Fig. 1: run 1, cells colored by class
Bar = 20 µm. Fill, decap, tap and diode cells in gray.
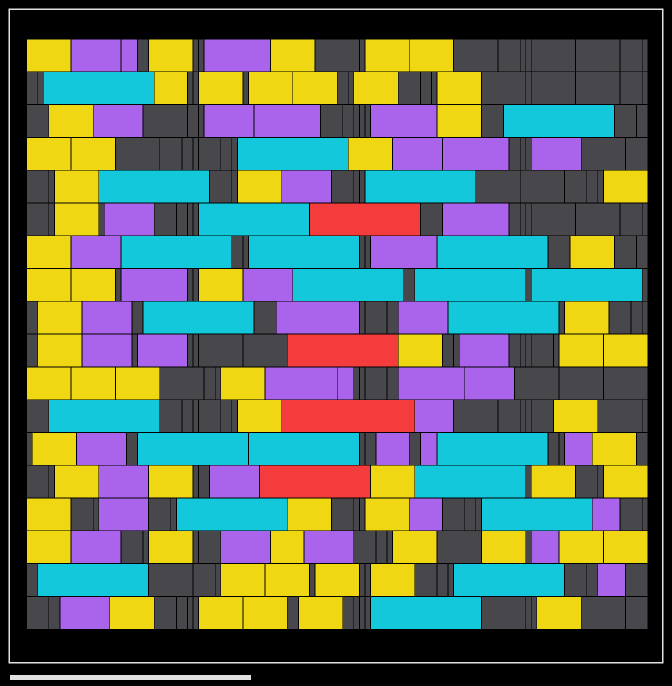
Fig. 2: run 1, gate families picked out
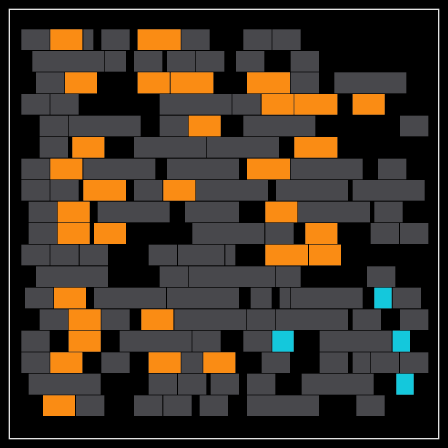
Fig. 3: run 1, supply network
Pins as bars on the die edge.
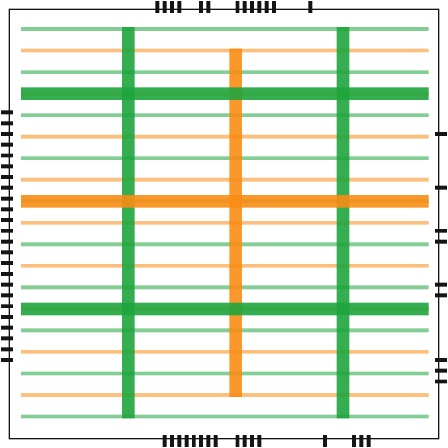
Fig. 4: run 1, register map, names as in the netlist
Other sequential cells in the stronger gray, the rest of the logic in the fainter gray.
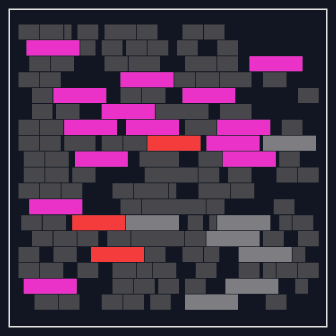
--- src/rtl/vram_pkg.sv ---
// vram_pkg: shared constants, clear FSM encoding and address helpers for the VRAM arbiter.
package vram_pkg;
    localparam int ROWS = 96;
    localparam int COLS = 128;
    localparam int ADDR_W = 14;
    localparam logic [ADDR_W-1:0] LAST_ADDR = ADDR_W'(ROWS * COLS - 1);
    localparam int R_BIT = 2;
    localparam int G_BIT = 1;
    localparam int B_BIT = 0;

    typedef enum logic {
        CLR_IDLE  = 1'b0,
        CLR_CLEAR = 1'b1
    } clr_state_t;

    // Frame address is a plain concatenation: row selects a 128-pixel line.
    function automatic logic [ADDR_W-1:0] pix_addr(input logic [6:0] row, input logic [6:0] col);
        return {row, col};
    endfunction

    function automatic logic row_ok(input logic [6:0] row);
        return row < 7'(ROWS);
    endfunction
endpackage

--- src/rtl/vram_arbiter_if.sv ---
// vram_arbiter_if: client (scan-out read, pixel write, optional clear) and shared RAM port bundle.
// slave  : arbiter side - takes requests and RAM_DO, drives responses and RAM controls.
// master : environment side - pixel clients plus the three colour RAMs.
// Clear signals exist only when VRAM_CLEAR_EN is defined.
interface vram_arbiter_if;
    logic                       rd_req;
    logic [6:0]                 rd_row;
    logic [6:0]                 rd_col;
    logic                       rd_valid;
    logic [2:0]                 rd_rgb;
    logic                       wr_req;
    logic [6:0]                 wr_row;
    logic [6:0]                 wr_col;
    logic [2:0]                 wr_rgb;
    logic                       wr_ack;
`ifdef VRAM_CLEAR_EN
    logic                       clr_req;
    logic [2:0]                 clr_rgb;
    logic                       clr_busy;
`endif
    logic                       ram_en;
    logic                       ram_we;
    logic [vram_pkg::ADDR_W-1:0] ram_addr;
    logic [2:0]                 ram_di;
    logic [2:0]                 ram_do;

    modport slave (
        input  rd_req, rd_row, rd_col, wr_req, wr_row, wr_col, wr_rgb, ram_do,
        output rd_valid, rd_rgb, wr_ack, ram_en, ram_we, ram_addr, ram_di
`ifdef VRAM_CLEAR_EN
        , input clr_req, clr_rgb, output clr_busy
`endif
    );

    modport master (
        output rd_req, rd_row, rd_col, wr_req, wr_row, wr_col, wr_rgb, ram_do,
        input  rd_valid, rd_rgb, wr_ack, ram_en, ram_we, ram_addr, ram_di
`ifdef VRAM_CLEAR_EN
        , output clr_req, clr_rgb, input clr_busy
`endif
    );
endinterface

--- src/rtl/vram_clear_seq.sv ---
// vram_clear_seq: frame-clear FSM, walks addresses 0..LAST_ADDR with a latched colour.
// Ports: i_clk, i_rst (async, active high), i_start (clear request), i_rgb (colour sampled on
// accept), i_stall (a read owns the RAM this cycle), o_req (clear wants the RAM, also busy),
// o_addr / o_rgb (address and colour of the pending clear write).
module vram_clear_seq
    import vram_pkg::*;
(
    input  logic              i_clk,
    input  logic              i_rst,
    input  logic              i_start,
    input  logic [2:0]        i_rgb,
    input  logic              i_stall,
    output logic              o_req,
    output logic [ADDR_W-1:0] o_addr,
    output logic [2:0]        o_rgb
);
    clr_state_t        r_state;
    logic [ADDR_W-1:0] r_addr;
    logic [2:0]        r_rgb;

    always_ff @(posedge i_clk or posedge i_rst) begin
        if (i_rst) begin
            r_state <= CLR_IDLE;
            r_addr  <= '0;
            r_rgb   <= '0;
        end else if (r_state == CLR_IDLE) begin
            if (i_start) begin
                r_state <= CLR_CLEAR;
                r_addr  <= '0;
                r_rgb   <= i_rgb;
            end
        end else if (!i_stall) begin
            // This cycle's address is being issued by the arbiter; step past it.
            r_addr  <= (r_addr == LAST_ADDR) ? '0 : r_addr + 1'b1;
            r_state <= (r_addr == LAST_ADDR) ? CLR_IDLE : CLR_CLEAR;
        end
    end

    assign o_req  = (r_state == CLR_CLEAR);
    assign o_addr = r_addr;
    assign o_rgb  = r_rgb;
endmodule

--- src/rtl/vram_arbiter.sv ---
// vram_arbiter: single-port frame-buffer controller, fixed priority read > clear > write.
// Ports: i_clk, i_rst (async, active high), bus (vram_arbiter_if.slave) carrying the scan-out
// read, the pixel write handshake, the optional clear controls and the shared RAM port.
// Optional feature: VRAM_CLEAR_EN adds the frame-clear sequencer and its clr_* signals.
module vram_arbiter
    import vram_pkg::*;
(
    input  logic           i_clk,
    input  logic           i_rst,
    vram_arbiter_if.slave  bus
);
    logic              w_rd_in;
    logic              w_wr_in;
    logic              w_clr_req;
    logic [ADDR_W-1:0] w_clr_addr;
    logic [2:0]        w_clr_rgb;

    logic              r_rd_p1;
    logic              r_rd_oob_p1;
    logic              r_rd_valid;
    logic              r_rd_oob;
    logic              r_wr_ack;
    logic              r_ram_en;
    logic              r_ram_we;
    logic [ADDR_W-1:0] r_ram_addr;
    logic [2:0]        r_ram_di;

    assign w_rd_in = row_ok(bus.rd_row);
    assign w_wr_in = row_ok(bus.wr_row);

`ifdef VRAM_CLEAR_EN
    vram_clear_seq u_clear (
        .i_clk   (i_clk),
        .i_rst   (i_rst),
        .i_start (bus.clr_req),
        .i_rgb   (bus.clr_rgb),
        .i_stall (bus.rd_req),
        .o_req   (w_clr_req),
        .o_addr  (w_clr_addr),
        .o_rgb   (w_clr_rgb)
    );
    assign bus.clr_busy = w_clr_req;
`else
    assign w_clr_req  = 1'b0;
    assign w_clr_addr = '0;
    assign w_clr_rgb  = '0;
`endif

    always_ff @(posedge i_clk or posedge i_rst) begin
        if (i_rst) begin
            r_rd_p1     <= 1'b0;
            r_rd_oob_p1 <= 1'b0;
            r_rd_valid  <= 1'b0;
            r_rd_oob    <= 1'b0;
            r_wr_ack    <= 1'b0;
            r_ram_en    <= 1'b0;
            r_ram_we    <= 1'b0;
            r_ram_addr  <= '0;
            r_ram_di    <= '0;
        end else begin
            // Two-stage read tag: RAM samples the address one edge later, data follows.
            r_rd_p1     <= bus.rd_req;
            r_rd_oob_p1 <= bus.rd_req & ~w_rd_in;
            r_rd_valid  <= r_rd_p1;
            r_rd_oob    <= r_rd_oob_p1;
            r_wr_ack    <= 1'b0;
            r_ram_en    <= 1'b0;
            r_ram_we    <= 1'b0;
            if (bus.rd_req) begin
                r_ram_en   <= w_rd_in;
                r_ram_addr <= pix_addr(bus.rd_row, bus.rd_col);
            end else if (w_clr_req) begin
                r_ram_en   <= 1'b1;
                r_ram_we   <= 1'b1;
                r_ram_addr <= w_clr_addr;
                r_ram_di   <= w_clr_rgb;
            end else if (bus.wr_req && !r_wr_ack) begin
                // The ack cycle blocks a regrant, so a held request issues only once.
                r_wr_ack   <= 1'b1;
                r_ram_en   <= w_wr_in;
                r_ram_we   <= w_wr_in;
                r_ram_addr <= pix_addr(bus.wr_row, bus.wr_col);
                r_ram_di   <= bus.wr_rgb;
            end
        end
    end

    assign bus.rd_valid = r_rd_valid;
    assign bus.rd_rgb   = (r_rd_valid && !r_rd_oob) ? bus.ram_do : 3'b000;
    assign bus.wr_ack   = r_wr_ack;
    assign bus.ram_en   = r_ram_en;
    assign bus.ram_we   = r_ram_we;
    assign bus.ram_addr = r_ram_addr;
    assign bus.ram_di   = r_ram_di;
endmodule

--- src/flat_wrapper.sv ---
// flat-port wrapper written by rule: the top's interface ports become plain ports
module vram_arbiter_flat import vram_pkg::*;
  (i_clk, i_rst, bus_rd_req, bus_rd_row, bus_rd_col, bus_wr_req, bus_wr_row, bus_wr_col, bus_wr_rgb, bus_ram_do, bus_rd_valid, bus_rd_rgb, bus_wr_ack, bus_ram_en, bus_ram_we, bus_ram_addr, bus_ram_di);
  vram_arbiter_if bus_i ();
  input  logic i_clk;
  input  logic i_rst;
  input wire logic [$bits(bus_i.rd_req)-1:0] bus_rd_req;
  input wire logic [$bits(bus_i.rd_row)-1:0] bus_rd_row;
  input wire logic [$bits(bus_i.rd_col)-1:0] bus_rd_col;
  input wire logic [$bits(bus_i.wr_req)-1:0] bus_wr_req;
  input wire logic [$bits(bus_i.wr_row)-1:0] bus_wr_row;
  input wire logic [$bits(bus_i.wr_col)-1:0] bus_wr_col;
  input wire logic [$bits(bus_i.wr_rgb)-1:0] bus_wr_rgb;
  input wire logic [$bits(bus_i.ram_do)-1:0] bus_ram_do;
  output wire logic [$bits(bus_i.rd_valid)-1:0] bus_rd_valid;
  output wire logic [$bits(bus_i.rd_rgb)-1:0] bus_rd_rgb;
  output wire logic [$bits(bus_i.wr_ack)-1:0] bus_wr_ack;
  output wire logic [$bits(bus_i.ram_en)-1:0] bus_ram_en;
  output wire logic [$bits(bus_i.ram_we)-1:0] bus_ram_we;
  output wire logic [$bits(bus_i.ram_addr)-1:0] bus_ram_addr;
  output wire logic [$bits(bus_i.ram_di)-1:0] bus_ram_di;
  assign bus_i.rd_req = bus_rd_req;
  assign bus_i.rd_row = bus_rd_row;
  assign bus_i.rd_col = bus_rd_col;
  assign bus_i.wr_req = bus_wr_req;
  assign bus_i.wr_row = bus_wr_row;
  assign bus_i.wr_col = bus_wr_col;
  assign bus_i.wr_rgb = bus_wr_rgb;
  assign bus_i.ram_do = bus_ram_do;
  assign bus_rd_valid = bus_i.rd_valid;
  assign bus_rd_rgb = bus_i.rd_rgb;
  assign bus_wr_ack = bus_i.wr_ack;
  assign bus_ram_en = bus_i.ram_en;
  assign bus_ram_we = bus_i.ram_we;
  assign bus_ram_addr = bus_i.ram_addr;
  assign bus_ram_di = bus_i.ram_di;
  vram_arbiter u_core (.i_clk(i_clk), .i_rst(i_rst), .bus(bus_i));
endmodule
--- config.mk ---
export PLATFORM = sky130hd
export DESIGN_NAME = vram_arbiter_flat
export DESIGN_NICKNAME = d
export VERILOG_FILES = /design/src/rtl/vram_pkg.sv /design/src/rtl/vram_arbiter_if.sv /design/src/rtl/vram_clear_seq.sv /design/src/rtl/vram_arbiter.sv /design/src/flat_wrapper.sv
export SDC_FILE = /design/constraint.sdc
export NUM_CORES = 1
export LEC_CHECK = 0
export CORE_UTILIZATION = 41
export CTS_BUF_LIST = sky130_fd_sc_hd__clkbuf_16
export CTS_CLUSTER_SIZE = 20
export DETAILED_ROUTE_END_ITERATION = 10
export HOLD_SLACK_MARGIN = 0.02
export PLACE_DENSITY = 0.85
export SETUP_SLACK_MARGIN = 0.15
export SLEW_MARGIN = 20
export SYNTH_ARGS = -nofsm -noshare
export SYNTH_HDL_FRONTEND = slang
export SYNTH_SLANG_ARGS = --single-unit
--- constraint.sdc ---
create_clock -name i_clk -period 3.15 [get_ports i_clk]
set_clock_uncertainty 0.2 [all_clocks]
set_input_delay 0.7875 -clock i_clk [delete_from_list [all_inputs] [get_ports i_clk]]
set_output_delay 0.7875 -clock i_clk [all_outputs]
set_load 0.01 [all_outputs]
==> COMMIT_EDITMSG, run 1 <==
Store results of the implementation flow

- Run status: complete, no violations
- After detailed routing, the total wire length is roughly 2300 µm.
- Final non-filler cell area: 1843 µm²
- Combined global-route utilization of all metal layers: between 10% and 20%
- Number of antenna violations at the first check in global routing: 0
- Area share of buffers outside the clock network: approximately 34%
* Longest Clk Path Bufs: 2
* Count of standard-cell rows: 18
* FF-to-FF Start: u_core.bus.wr_ack
* Number of enable flip-flop cells: 0
- Cell area after technology mapping: about 1100 µm²
- Buffers and inverters on the worst path: 2
* Initial Utilization: 44.10%
- Cell area power density: 502.8 nW/µm²
- Area of the placeable core: 2522 µm²
- Across the placement rows, the number of tap cells is 30.
* Signed area change from the synthesized netlist to the final layout: 65.69%
* Die height: about 54 µm
* Leading cell types by count after synthesis: 24 x sky130_fd_sc_hd__dfrtp_1, 23 x sky130_fd_sc_hd__mux2_2, 8 x sky130_fd_sc_hd__mux2_4
- The multi-input combinational cells in the finished layout cover a total of 466.7 µm².
* Number of flip-flops and latches in the synthesized netlist: 24
- Count of inverters other than clock inverters in the layout: 2
- Post-layout util: 73.07%
- Antenna Diode Count: 0
- The most critical hold endpoint after final layout shows a slack of roughly 0.15 ns.
- STA shows the worst reg2reg path with a cell count of 3.
- For this run, global-route usage on met2 was measured as 30.45%.
* Num sequential: 24
* Setup bufs post-CTS: 0
Back to the opening pictures, Fig. 1:
- purple: all other logic (cells 43)
- cyan: flip-flops (cells 24)
- red: clock drivers and dummy loads (cells 4)
- yellow: other buffers and delay cells (cells 63)

Back to the opening pictures, Fig. 2:
- cyan: AND and OR gates (cells 4; where bottom right)
- orange: multiplexers (cells 31)

Back to the opening pictures, Fig. 3:
- green: VSS
- orange: VDD
- met5 straps: 3
- met1 rails: 19
- met4 straps: 3
- signal pins: 62
- rows: 18

Back to the opening pictures, Fig. 4:
- red: u_core.bus.ram_di (sequential cells 3)
- magenta: u_core.bus.ram_addr (sequential cells 14)
- not colored: 7

run 1: how the worst min path moves through the flow:
| stage | from | to | slack (ns) | cells after the start |
|---|---|---|---|---|
| detailed placement | u_core.r_rd_p1 | u_core.bus.rd_valid | 0.14 | 0 |
| floorplan | u_core.r_rd_p1 | u_core.bus.rd_valid | 0.13 | 0 |
| global route | u_core.r_rd_p1 | u_core.bus.rd_valid | 0.15 | 0 |
| finish | u_core.r_rd_p1 | u_core.bus.rd_valid | 0.15 | 0 |
| CTS | u_core.r_rd_p1 | u_core.bus.rd_valid | 0.15 | 0 |
| global placement | u_core.r_rd_p1 | u_core.bus.rd_valid | 0.13 | 0 |
run 1: cell families (layout without fill, tap and decap cells):
| kind of cell | Yosys count | in the layout | synth area share [%] |
|---|---|---|---|
| muxes | 31 | 31 | 34.08 |
| DFF | 24 | 24 | 53.99 |
| and+or+nand+nor | 7 | 7 | 4.950 |
| buffers and inverters | 5 | 69 | 4.049 |
| AOI/OAI and AO/OA | 3 | 3 | 2.925 |
run 1: where the power goes:
part           internal [W]  switching [W]  total [W]
Sequential         0.000342      0.0000168   0.000359
Combinational      0.000145      0.0000677   0.000213
Clock              0.000252       0.000103   0.000355
Total              0.000739       0.000188   0.000927
run 1: worst register-to-register path, delay by kind of cell, from the launching register on:
kind / cells / cell delay (ns)
buffers and inverters: 1 / 0.10
DFF: 1 / 0.42
muxes: 1 / 0.40
AOI/OAI and AO/OA: 1 / 0.44
run 1: state kept, by name (all words and copies together), names as in the netlist:
name and flops:
u_core.r_rd_oob 1, u_core.bus.wr_ack 1, u_core.r_rd_p1 1, u_core.bus.ram_di 3, u_core.r_rd_oob_p1 1, u_core.bus.ram_en 1
u_core.bus.ram_addr 14, u_core.bus.ram_we 1, u_core.bus.rd_valid 1
==> run 1 -> run 2 <==
--- a/config.mk
+++ b/config.mk
@@ -12,7 +12,7 @@
 export HOLD_SLACK_MARGIN = 0.02
 export PLACE_DENSITY = 0.85
 export SETUP_SLACK_MARGIN = 0.15
-export SLEW_MARGIN = 20
+export SLEW_MARGIN = 0
 export SYNTH_ARGS = -nofsm -noshare
 export SYNTH_HDL_FRONTEND = slang
 export SYNTH_SLANG_ARGS = --single-unit
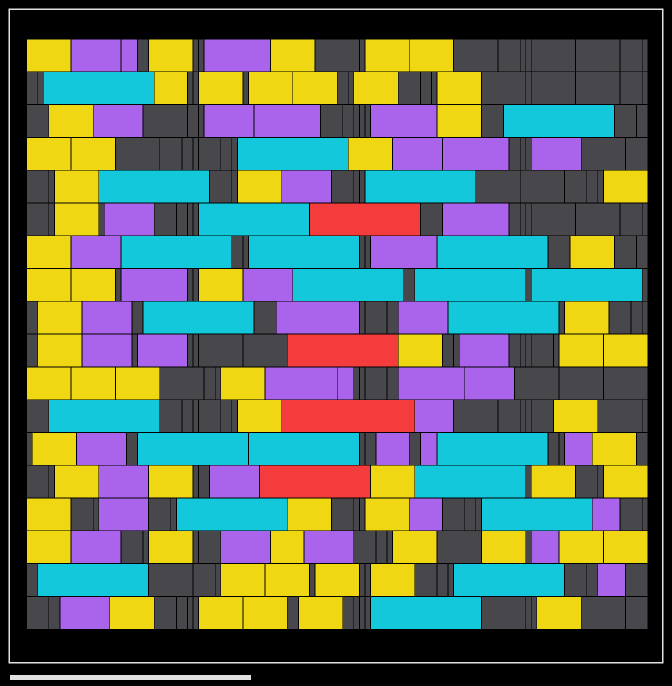
Fig. 5. Cells colored by class (run 2).
Bar = 20 µm. Fill, decap, tap and diode cells in gray.
- purple: all other logic (cells 43)
- red: clock drivers and dummy loads (cells 4)
- yellow: other buffers and delay cells (cells 63)
- cyan: flip-flops (cells 24)

==> run 2 against run 1 <==
Maximum frequency is the same. Synthesized cell count unchanged. Clock power about the same. First-iteration DRC count unchanged.
==> COMMIT_EDITMSG, run 2 <==
Store results of the implementation flow

- The count of buffer and inverter cells on the critical path is 2 (unchanged).
- The global-route usage over all layers is 17.83% (unchanged).
- The pin count of the biggest net entering global routing is 25 (unchanged).
* Number of flip-flops in the largest register: 14 (unchanged)
- Antenna Diode Count: 0 (unchanged)
* Cell depth of the worst hold path: 0 (unchanged)
* Initial Utilization: 44.10% (unchanged)
- Post-cts repair resize count: 0 (unchanged)
- Run status: complete, no violations (unchanged).
- The residual overflow from global routing came to 0 (unchanged).
- The path type of the worst min-delay path is flip-flop to flip-flop (unchanged).
- Count of standard-cell rows: 18 (unchanged)
* Number of flip-flops and latches in the synthesized netlist: 24 (unchanged)
* Cell area power density: 502.8 nW/µm² (unchanged)
- Hold EP: u_core.bus.rd_valid (unchanged)
- Setup bufs post-CTS: 0 (unchanged)
- The cell type with the highest occurrence count on the critical path was sky130_fd_sc_hd__clkdlybuf4s50_1 (unchanged).
- The maximum ir drop on the vdd rail was 341.2 µV (unchanged).
- The number of antenna violations at the first check in global routing is 0 (unchanged).
* FF-to-FF Start: u_core.bus.wr_ack (unchanged)
- The number of enable-type register cells in the synthesized netlist was 0 (unchanged).
- The routed wire length is 2253 µm (unchanged).
- The length in cells of the worst reg-to-reg path is 3 (unchanged).
- The setup TNS is 0 ns (unchanged).
* Crit path DAT: 1.89 ns (about the same)
- Cells traversed along the worst timing path: clkdlybuf4s50_1 -> and2_1 -> clkdlybuf4s50_1 (unchanged).
- The die boundary height is 54.09 µm (unchanged).
- Post-layout util: 73.07% (unchanged)
* Total leakage power: 0.7808 nW (unchanged)
* Leading cell types by count after synthesis: 24 x sky130_fd_sc_hd__dfrtp_1, 23 x sky130_fd_sc_hd__mux2_2, 8 x sky130_fd_sc_hd__mux2_4 (unchanged)
* Longest Clk Path Bufs: 2 (unchanged)
* Startpoint of the worst hold path: u_core.r_rd_p1 (unchanged)
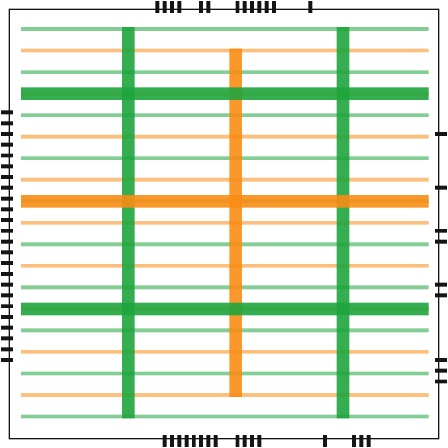
Fig. 6. Supply network (run 2).
Pins as bars on the die edge.
- green: VSS
- orange: VDD
- rows: 18
- met5 straps: 3
- met4 straps: 3
- met1 rails: 19

[run 2: cell counts after synthesis]
No cell type changed its count.
[run 2: power by group]
part	total, W	switching (W)	leakage, nW	internal (W)
clock	0.000355	0.000103	0.0511	0.000252
sequential	0.000359	0.0000168	0.287	0.000342
combinational	0.000213	0.0000677	0.443	0.000145
[run 2: cell families after synthesis]
logic type,synth area share [%]
mux,34.08
flops,53.99
simple gates,4.950
buf+inv,4.049
compound gates,2.925
[run 2: cell type report]
type                            count  area [µm²]
Fill cell                         175       679.4
Inverter                            2       7.507
Clock buffer                        3       75.07
Clock inverter                      1       30.03
Multi-Input combinational cell     41       466.7
Sequential cell                    24       600.6
Timing Repair Buffer               63       625.6
Tap cell                           30       37.54
[run 2: per-stage QoR]
| stage | instance area, µm² | hold slack (ns) | worst slack (ns) | instances |
|---|---|---|---|---|
| floorplan | 1112 | 0.1312 | 1.223 | 70 |
| global placement | 1738 | 0.1330 | 0.3015 | 160 |
| detailed placement | 1738 | 0.1364 | 0.2614 | 160 |
| CTS | 1843 | 0.1502 | 0.2614 | 164 |
| global route | 1843 | 0.1527 | 0.1888 | 164 |
| finish | 1843 | 0.1467 | 0.2763 | 164 |
[run 2: how the worst max path moves through the flow]
stage / slack, ns / end / cells past startpoint
floorplan: 1.22 / u_core.bus.ram_addr[0] / 4
global placement: 0.30 / bus_rd_rgb[2] / 3
detailed placement: 0.26 / bus_rd_rgb[1] / 3
CTS: 0.26 / bus_rd_rgb[1] / 3
global route: 0.19 / bus_rd_rgb[1] / 3
finish: 0.28 / bus_rd_rgb[1] / 3
[run 2: per-layer routing]
metal | GRT usage [%] | part of all wire, %
met1 | 20.85 | 37
met2 | 30.45 | 55
met4 | 6.410 | 0.44
met3 | 5.650 | 7.0
met5 | 0 | 0
Power and IR drop assume default switching activity.
